**src/rtl/dsp_pkg.sv**
```systemverilog
// ----------------------------------------------------------------------------
// dsp_pkg
// Shared limits and helpers for the DSP operand-alignment blocks.
//   MAX_DEPTH      : deepest supported delay line
//   MAX_DATA_WIDTH : widest supported data word
//   clog2_min1()   : ceil(log2(v)) clamped to at least 1, used to size counters
// ----------------------------------------------------------------------------
package dsp_pkg;

    localparam int MAX_DEPTH      = 8;
    localparam int MAX_DATA_WIDTH = 48;

    // Bits needed to hold values 0..v-1; never returns 0 so a counter port
    // always has at least one bit.
    function automatic int clog2_min1(input int v);
        int r;
        r = 0;
        while ((1 << r) < v) begin
            r = r + 1;
        end
        if (r < 1) begin
            r = 1;
        end
        return r;
    endfunction

endpackage

```
**src/rtl/pipe_stage.sv**
```systemverilog
// ----------------------------------------------------------------------------
// pipe_stage
// One register stage of the delay line: a W-bit data register plus a valid
// flag, advancing on CE and cleared by a synchronous active-high reset.
// Ports:
//   CLK        rising-edge clock
//   RST        synchronous reset, active-high, wins over CE
//   CE         clock enable; the stage holds when low
//   din        data word from the previous stage
//   din_valid  valid flag from the previous stage
//   dout       registered data word
//   dout_valid registered valid flag
// ----------------------------------------------------------------------------
module pipe_stage #(
    parameter int W = 18
) (
    input  logic         CLK,
    input  logic         RST,
    input  logic         CE,
    input  logic [W-1:0] din,
    input  logic         din_valid,
    output logic [W-1:0] dout,
    output logic         dout_valid
);

    logic [W-1:0] data_reg;
    logic         vld_reg;

    // Data loads even for bubbles; downstream logic qualifies with the valid.
    always_ff @(posedge CLK) begin
        if (RST) begin
            data_reg <= '0;
            vld_reg  <= 1'b0;
        end else if (CE) begin
            data_reg <= din;
            vld_reg  <= din_valid;
        end
    end

    assign dout       = data_reg;
    assign dout_valid = vld_reg;

endmodule

```
**src/rtl/pipe_delay_buffer.sv**
```systemverilog
// ----------------------------------------------------------------------------
// pipe_delay_buffer
// Valid-tracked data delay line of DEPTH register stages used to align operand
// paths ahead of the DSP48A1 pre-adder / multiplier / post-adder. DEPTH=0 is a
// plain combinational buffer.
// Ports:
//   CLK        rising-edge clock
//   RST        synchronous reset, active-high (clears stages and count)
//   CE         clock enable; every stage advances together only when high
//   din        input word
//   din_valid  qualifies din
//   dout       word delayed by DEPTH CE-high edges
//   dout_valid qualifies dout
//   inflight   number of valid words currently held in the stages
//   parity_err (only with PIPE_DELAY_PARITY_EN) registered one-cycle flag when
//              a valid output word fails its carried even-parity bit
// Build option:
//   PIPE_DELAY_PARITY_EN  adds a parity bit per stage and the parity_err port.
// ----------------------------------------------------------------------------
module pipe_delay_buffer
    import dsp_pkg::*;
#(
    parameter  int DATA_WIDTH = 18,
    parameter  int DEPTH      = 2,
    localparam int CNT_W      = clog2_min1(DEPTH + 1)
) (
    input  logic                  CLK,
    input  logic                  RST,
    input  logic                  CE,
    input  logic [DATA_WIDTH-1:0] din,
    input  logic                  din_valid,
    output logic [DATA_WIDTH-1:0] dout,
    output logic                  dout_valid,
    output logic [CNT_W-1:0]      inflight
`ifdef PIPE_DELAY_PARITY_EN
    ,
    output logic                  parity_err
`endif
);

`ifdef PIPE_DELAY_PARITY_EN
    localparam int PAR_W = 1;
`else
    localparam int PAR_W = 0;
`endif
    localparam int SW = DATA_WIDTH + PAR_W;

    generate
        if (DEPTH == 0) begin : g_wire
            assign dout       = din;
            assign dout_valid = din_valid;
            assign inflight   = '0;
`ifdef PIPE_DELAY_PARITY_EN
            assign parity_err = 1'b0;
`endif
            // Clock, reset and enable have no function in the pass-through.
            logic unused_ctrl;
            assign unused_ctrl = &{1'b0, CLK, RST, CE};
        end else begin : g_pipe
            // Index 0 is the stage input; index gi+1 is the output of stage gi.
            logic [SW-1:0] sd [0:DEPTH];
            logic          sv [0:DEPTH];
            logic [CNT_W-1:0] cnt_reg;
            logic [CNT_W-1:0] cnt_next;

`ifdef PIPE_DELAY_PARITY_EN
            assign sd[0] = {^din, din};
`else
            assign sd[0] = din;
`endif
            assign sv[0] = din_valid;

            for (genvar gi = 0; gi < DEPTH; gi++) begin : g_stage
                pipe_stage #(
                    .W(SW)
                ) u_stage (
                    .CLK        (CLK),
                    .RST        (RST),
                    .CE         (CE),
                    .din        (sd[gi]),
                    .din_valid  (sv[gi]),
                    .dout       (sd[gi+1]),
                    .dout_valid (sv[gi+1])
                );
            end

            assign dout       = sd[DEPTH][DATA_WIDTH-1:0];
            assign dout_valid = sv[DEPTH];

            // Occupancy tracks the popcount of the valid flags: a shift moves
            // din_valid in and the last stage's flag out, so only the
            // in/out mismatch changes the count.
            always_comb begin
                cnt_next = cnt_reg;
                if (CE) begin
                    if (din_valid && !sv[DEPTH]) begin
                        cnt_next = cnt_reg + CNT_W'(1);
                    end else if (!din_valid && sv[DEPTH]) begin
                        cnt_next = cnt_reg - CNT_W'(1);
                    end
                end
            end

            always_ff @(posedge CLK) begin
                if (RST) begin
                    cnt_reg <= '0;
                end else begin
                    cnt_reg <= cnt_next;
                end
            end

            assign inflight = cnt_reg;

`ifdef PIPE_DELAY_PARITY_EN
            logic parity_err_reg;

            // Checks the word presented on dout at each advancing edge, so the
            // flag is a single CE-high cycle wide.
            always_ff @(posedge CLK) begin
                if (RST) begin
                    parity_err_reg <= 1'b0;
                end else if (CE) begin
                    parity_err_reg <= sv[DEPTH] &&
                        ((^sd[DEPTH][DATA_WIDTH-1:0]) != sd[DEPTH][DATA_WIDTH]);
                end else begin
                    parity_err_reg <= 1'b0;
                end
            end

            assign parity_err = parity_err_reg;
`endif
        end
    endgenerate

endmodule
```
**config.mk**
```make
export PLATFORM = sky130hd
export DESIGN_NAME = pipe_delay_buffer
export DESIGN_NICKNAME = d
export VERILOG_FILES = /design/src/rtl/dsp_pkg.sv /design/src/rtl/pipe_stage.sv /design/src/rtl/pipe_delay_buffer.sv
export SDC_FILE = /design/constraint.sdc
export NUM_CORES = 1
export LEC_CHECK = 0
export CORE_MARGIN = 8
export CORE_UTILIZATION = 25
export DETAILED_ROUTE_END_ITERATION = 16
export GPL_TIMING_DRIVEN = 0
export SLEW_MARGIN = 40
export SYNTH_ARGS = -nofsm -noshare
export SYNTH_HDL_FRONTEND = slang
export SYNTH_SLANG_ARGS = --single-unit
```
**constraint.sdc**
```tcl
create_clock -name CLK -period 1.64 [get_ports CLK]
set_input_delay 0.492 -clock CLK [delete_from_list [all_inputs] [get_ports CLK]]
set_output_delay 0.492 -clock CLK [all_outputs]
set_load 0.05 [all_outputs]
```
Fig. 1: run 1, cell area per tile
9 x 9 tiles, from white (low) to dark blue (high), 0 to 100% covered.
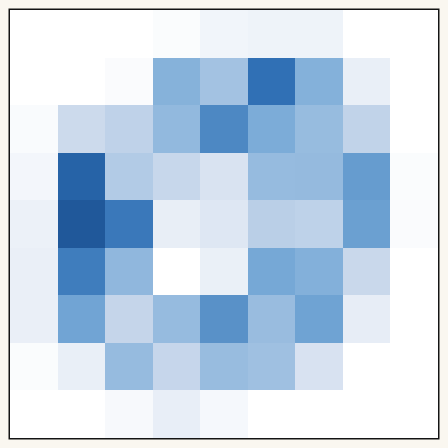
emptiest ninth of the die	upper left
nearly empty tiles	25%
fullest tile	84%
mean over tiles	23%
tiles over 75% full	2.5%
densest ninth of the die	middle left
Core Area: 5780 um2
fp_density: 0.252
Util after Layout: 0.354

Fig. 2: run 1, I/O pins on the die edge
Bar = 20 um. Pins as bars across the die edge, other pins in grey.
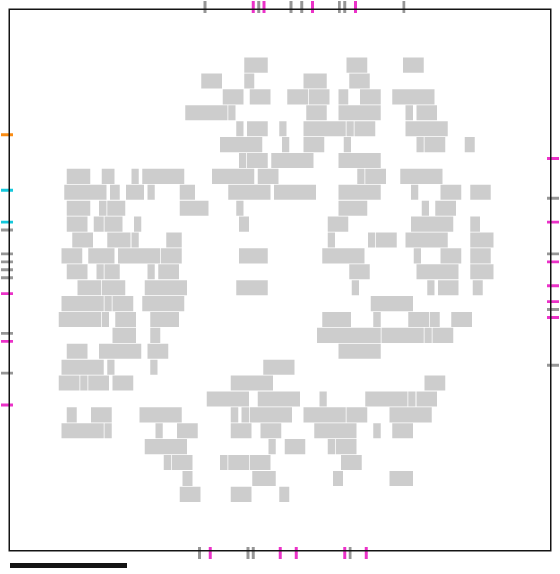
colour	port	pins	direction	edge
magenta	dout	18	output	6 right, 5 bottom, 4 top, 3 left
orange	CLK	1	input	left
cyan	inflight	2	output	left
Die Ht: 92.4 um
Die X: 92.4 um

==> impl_metrics.tcl, run 1 <==
# metrics dict for downstream scripts
set metrics [dict create \
    status "completed" \
    reg2reg_depth 5 \
    yosys.area_share.aoi 0.00943 \
    slew_headroom 0.655 \
    place_inst 251 \
    fmax_mhz 637 \
    path_buffers 1 \
    cts_buffers 5 \
    ys_ff 40 \
    comb_share 0.287 \
    seq_area_frac 0.391 \
    setup-violations-final 0 \
    fin_cells 259 \
    synth-simple-area-share 0.112 \
    nClkBuffers 5 \
    timing.rr.start "g_pipe.g_stage[1].u_stage.dout_valid" \
    hold_ws_ps 494 \
    crit_type "reg2out" \
    drc_errors 0 \
    flop_area_um2 801 \
    cts_resized 53 \
    place_area_um2 1970 \
    maxSlewViolCount 0 \
    grt_max_degree 14 \
    setup_slack_ps 69.0 \
    slowest_delay_ps 400 \
    lay_top_cells "40 x nor2_1, 40 x dfxtp_1, 38 x mux2i_1" \
    grt_usage 0.0815 \
    fin_crit_ps 1570 \
    setup_tns_ps 0 \
    fin_crit_sh 0.958 \
    crit_required_ps 1150 \
    num_rows 28 \
    nonClkBufAreaFrac 0.220 \
    n_all_buffers 50 \
    cts_setup_buffers 0 \
    n_tap_cell 75 \
    yosys_warnings 0 \
    num-fill-cells 619 \
    dp_slack_ps -200 \
    first_global_vias 1188 \
    crit_slowest_cell "dfxtp_1" \
    syn_nets 157 \
    multi_input_comb_cells 85 \
    viasPerCell 4.05 \
    ioPinCount 43 \
    worstHoldStart "g_pipe.g_stage[0].u_stage.dout[16]" \
    cts_max_level 2 \
    path_delay_family "flip-flops" \
    diodes 0 \
    logic_family "multiplexers" \
    yosys.area.top_type_share 0.549 \
    powerDensity_nw_per_um2 1040 \
    avgSynthCellArea_um2 10.9 \
    postSynthSeqShare 0.549 \
    r2r-end "inflight[1]" \
    ys_cells 134 \
    cts-hold-fix-buffers 0 \
    rsz0062_at_grt "no" \
    ys_area_um2 1460 \
    drt_iter0_markers 23 \
    io_buffers 42 \
    path_max_fanout 3 \
    grt_pass1_wl_um 5510 \
    largest_area_cell "dfxtp_1" \
    area_growth_pct 40.4 \
    clock_skew_ps 3.07 \
    ff2ff_setup_slack_ps 380 \
    synth_cell_type_count 16 \
    syn_area_um2 1460 \
    gp_congestion 0.643 \
    worstMarginPinSlew_ps 518 \
    dp_hpwl_um 2360 \
    hold_viol 0 \
    hold_depth 2 \
    maxCapViolCount 0 \
    detail-route-antenna-nets 0 \
    flop-count 40 \
    min_to "g_pipe.g_stage[1].u_stage.dout[16]" \
    routedWlPerCell_um 12.5 \
    insertion_delay_ps 280 \
    synthTopCellsByArea "dfxtp_1 55%, mux2i_1 26%, nor2_1 10%, buf_8 2.1%, xnor2_1 1.2%" \
    warning_count 26 \
    layout-drive-gt1-share 0.190 \
    largest_class "registers" \
    layout.nets 206 \
    chipArea_um2 8540 \
    ys_sh_adder 0.00858 \
    dr.pass1.iters 3 \
    n_all_inverters 1 \
    clk_path_buf_depth 2 \
    cp_data_arrival_time_ps 1080 \
    grt_overflow 0 \
    antenna_found_initial 0 \
    root_buffer "clkbuf_8" \
    cp-end-kind "primary output" \
]
Fig. 3: run 1, zoomed window
Window x 59 to 79, y 59 to 79 um. Cells in grey, sequential cells in the stronger grey; small squares are vias.
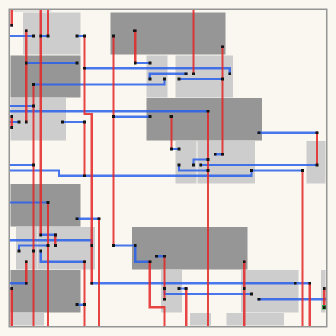
colour	layer
green	M3
red	M2
blue	M1
cells with their middle in the window	17
netlist names of flops here include	g_pipe.g_stage.u_stage.dout (6)
most frequent	mux2i_1 (6), dfxtp_1 (6), nor2_1 (4)
sequential cells in the window	6

-- run 1: worst max-delay path by stage --
stage / start / endpoint / slack, ps / depth (start not counted)
after CTS: g_pipe.g_stage[1].u_stage.dout[4] / dout[4] / 1 / 1
after floorplan: g_pipe.g_stage[1].u_stage.dout_valid / inflight[1] / 90 / 5
final: inflight[0] / inflight[0] / 70 / 1
after detailed placement: din_valid / inflight[1] / -200 / 5
after global placement: din_valid / inflight[1] / -190 / 5
after global routing: inflight[0] / inflight[0] / 2 / 1
-- run 1: synthesized netlist by cell type, drive strengths merged --
| master | instances |
|---|---|
| dfxtp | 40 |
| nor2 | 40 |
| mux2i | 38 |
| buf | 7 |
| xnor2 | 2 |
| a21oi | 1 |
| a31o | 1 |
| and2b | 1 |
| clkbuf | 1 |
| ha | 1 |
| inv | 1 |
| nand2b | 1 |
-- run 1: worst min-delay path: stages (launching register included) --
cell and delay, ps:
dfxtp_1 330, mux2i_1 60, nor2_1 70
-- run 1: report_power, final --
group	total (mW)	switching, mW	internal, mW	leakage, nW
combinational	0.301	0.165	0.136	0.520
sequential	1.05	0.0258	1.02	0.328
clock	0.784	0.334	0.450	0.0541
total	2.13	0.525	1.61	0.902
-- run 1: registers in the layout, summed over array words and instances, names as in the netlist --
register and cells:
g_pipe.g_stage.u_stage.dout 36, g_pipe.g_stage.u_stage.dout_valid 2, inflight 2
-- run 1: layer usage --
metal,GRT usage,vias to the layer above,wire length [um]
met5,0,-,0
met4,0.0242,0,18
met3,0.0445,2,253
met2,0.134,28,1540
met1,0.0881,482,1430
li1,-,537,-
-- run 1: logic make-up after synthesis --
group	after synthesis
fa+ha+maj	1
xor+xnor	2
mux	38
compound gates	2
flops	40
simple gates	42
buf+inv	9
--- run 2 (diff from run 1) ---
- ABC_AREA: default -> 1
- CTS_CLUSTER_DIAMETER: default -> 40
Fig. 4: run 2, zoomed window
Window x 59 to 79, y 59 to 79 um. Cells in grey, sequential cells in the stronger grey; small squares are vias.
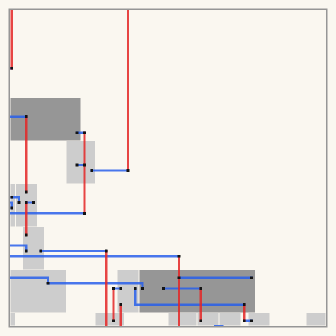
colour	layer
red	M2
blue	M1
sequential cells in the window	2
cells with their middle in the window	7
netlist names of flops here include	g_pipe.g_stage.u_stage.dout (2)
most frequent	nor2_1 (3), dfxtp_1 (2)

Fig. 5: run 2, cell area per tile
9 x 9 tiles, from white (low) to dark blue (high), 0 to 100% covered.
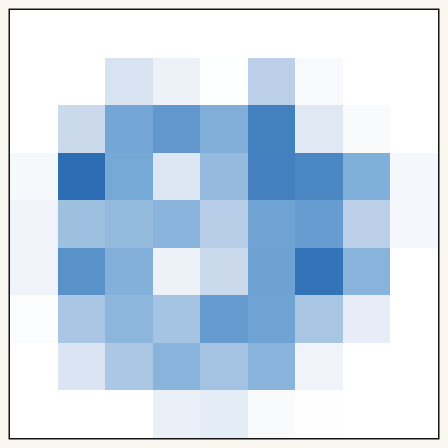
mean over tiles	22%
nearly empty tiles	35%
emptiest ninth of the die	upper right
fullest tile	76%
tiles over 75% full	1.2%

==> impl_metrics.tcl, run 2 <==
# metrics dict for downstream scripts
set metrics [dict create \
    detail-route-antenna-nets 0 \
    drt_iter0_markers 43 \
    final_util 0.356 \
    synth.cells.most_frequent "76 x nor2_1, 40 x dfxtp_1, 35 x o21ai_0, 5 x inv_1, 5 x nand2_1" \
    syn_nets 206 \
    crit_slowest_cell "clkdlybuf4s15_2" \
    power_leader "registers" \
    endpoint "inflight[0]" \
    p_seq_mw 1.07 \
    yosys_warnings 0 \
    largest_reg_flops 36 \
    syn_area_um2 1450 \
    num_rows 27 \
    root_buffer "clkbuf_8" \
    first_global_vias 1299 \
    use_met1 0.111 \
    yosys.area.top_type_share 0.553 \
    pg_clk_uw 665 \
    dp_slack_ps -75.3 \
    n_all_inverters 6 \
    flop_area_um2 801 \
    synthTopCellsByArea "dfxtp_1 55%, nor2_1 20%, o21ai_0 12%, buf_4 2.1%, buf_6 1.6%" \
    initCoreUtil 0.261 \
    internal-power_mw 1.51 \
    clock_skew_ps 6.13 \
    grt.busiest_layer "met2" \
    pwr-share-seq 0.507 \
    grt_max_degree 12 \
    r2r-end "inflight[1]" \
    slew_headroom 0.738 \
    grtUsageMet3 0.0391 \
    dr.pass1.iters 4 \
    antenna_found_initial 0 \
    largest_area_cell "dfxtp_1" \
    ff2ff_setup_slack_ps 490 \
    path_delay_family "buffers and inverters" \
    path_max_fanout 4 \
    coreArea_um2 5540 \
    rsz0062_at_grt "no" \
    fin_crit_sh 0.929 \
    chipArea_um2 8480 \
    largest_class "registers" \
    slowest_delay_ps 390 \
    path_buffers 1 \
    drc_errors 0 \
    startpoint "inflight[0]" \
    io_buffers 41 \
    combPwrFrac 0.178 \
    p_clk_frac 0.315 \
    switching_power_uw 595 \
    multi_input_comb_cells 125 \
    async_flop_share 0 \
    cp.depth 1 \
    powerDensity_nw_per_um2 1070 \
    fmax_mhz 657 \
    die_h_um 92.1 \
    crit_required_ps 1150 \
    comb_share 0.276 \
    layout-drive-gt1-share 0.168 \
    cp-end-kind "primary output" \
    synth_cell_type_count 17 \
    hold_viol 0 \
    p_comb_uw 375 \
    viasPerCell 4.22 \
    cts_buffers 5 \
    ys_cells 183 \
    flop-count 40 \
    avgSynthCellArea_um2 7.91 \
    reg2reg_depth 7 \
    dp_hpwl_um 2620 \
    status "completed" \
    insertion_delay_ps 290 \
    n_tap_cell 72 \
    timing.rr.start "g_pipe.g_stage[1].u_stage.dout_valid" \
    die_w_um 92.1 \
    num-fill-cells 607 \
]
Fig. 6: run 2, cell sizes after repair
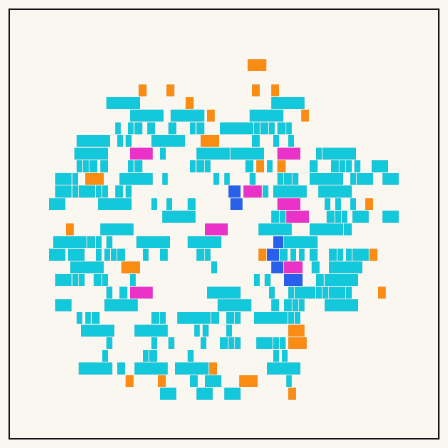
colour	size	cells	share
orange	x2	25	11%
cyan	x1 and smaller	193	83%
blue	x3 and x4	6	2.6%
magenta	x6 and larger	8	3.4%
synthesis-to-layout area growth: 36.1%
fin worst setup slack: 117 ps

## run 2: kinds of logic after synthesis
family                   synth area share
AND-OR/OR-AND                       0.142
adder cells (fa/ha/maj)           0.00864
buffers and inverters              0.0717
flip-flops                          0.553
AND/OR/NAND/NOR                     0.225
## run 2: how the worst min path moves through the flow
stage / startpoint / endpoint / slack [ps] / cells past startpoint
after floorplan: g_pipe.g_stage[0].u_stage.dout[17] / g_pipe.g_stage[1].u_stage.dout[17] / 450 / 2
after global routing: g_pipe.g_stage[0].u_stage.dout[8] / g_pipe.g_stage[1].u_stage.dout[8] / 510 / 2
final: g_pipe.g_stage[0].u_stage.dout[8] / g_pipe.g_stage[1].u_stage.dout[8] / 480 / 2
after CTS: g_pipe.g_stage[0].u_stage.dout[16] / g_pipe.g_stage[1].u_stage.dout[16] / 490 / 2
after detailed placement: g_pipe.g_stage[0].u_stage.dout[16] / g_pipe.g_stage[1].u_stage.dout[16] / 460 / 2
after global placement: g_pipe.g_stage[0].u_stage.dout[17] / g_pipe.g_stage[1].u_stage.dout[17] / 460 / 2
## run 2: per-layer routing
| layer | up-vias | share of wire |
|---|---|---|
| met2 | 29 | 0.45 |
| met1 | 578 | 0.48 |
| met3 | 5 | 0.063 |
| met5 | - | 0 |
| met4 | 0 | 0.012 |
| li1 | 672 | - |
## run 2: per-stage QoR
stage | setup TNS (ps) | std cells | hold slack, ps | instance area, um2
2_1_floorplan | 0 | 183 | 449 | 1450
3_3_place_gp | -855 | 296 | 456 | 1950
3_5_place_dp | -1110 | 296 | 465 | 1950
4_1_cts | 0 | 304 | 488 | 2050
5_1_grt | 0 | 304 | 508 | 1970
6_report | 0 | 304 | 483 | 1970
## run 2: repair_timing
action,in CTS,in global routing
gates cloned,0,0
gates resized,48,15
setup buffers,0,0
hold buffers,0,0
setup endpoints to repair,21,15
Power is estimated from default activity; no workload was simulated.
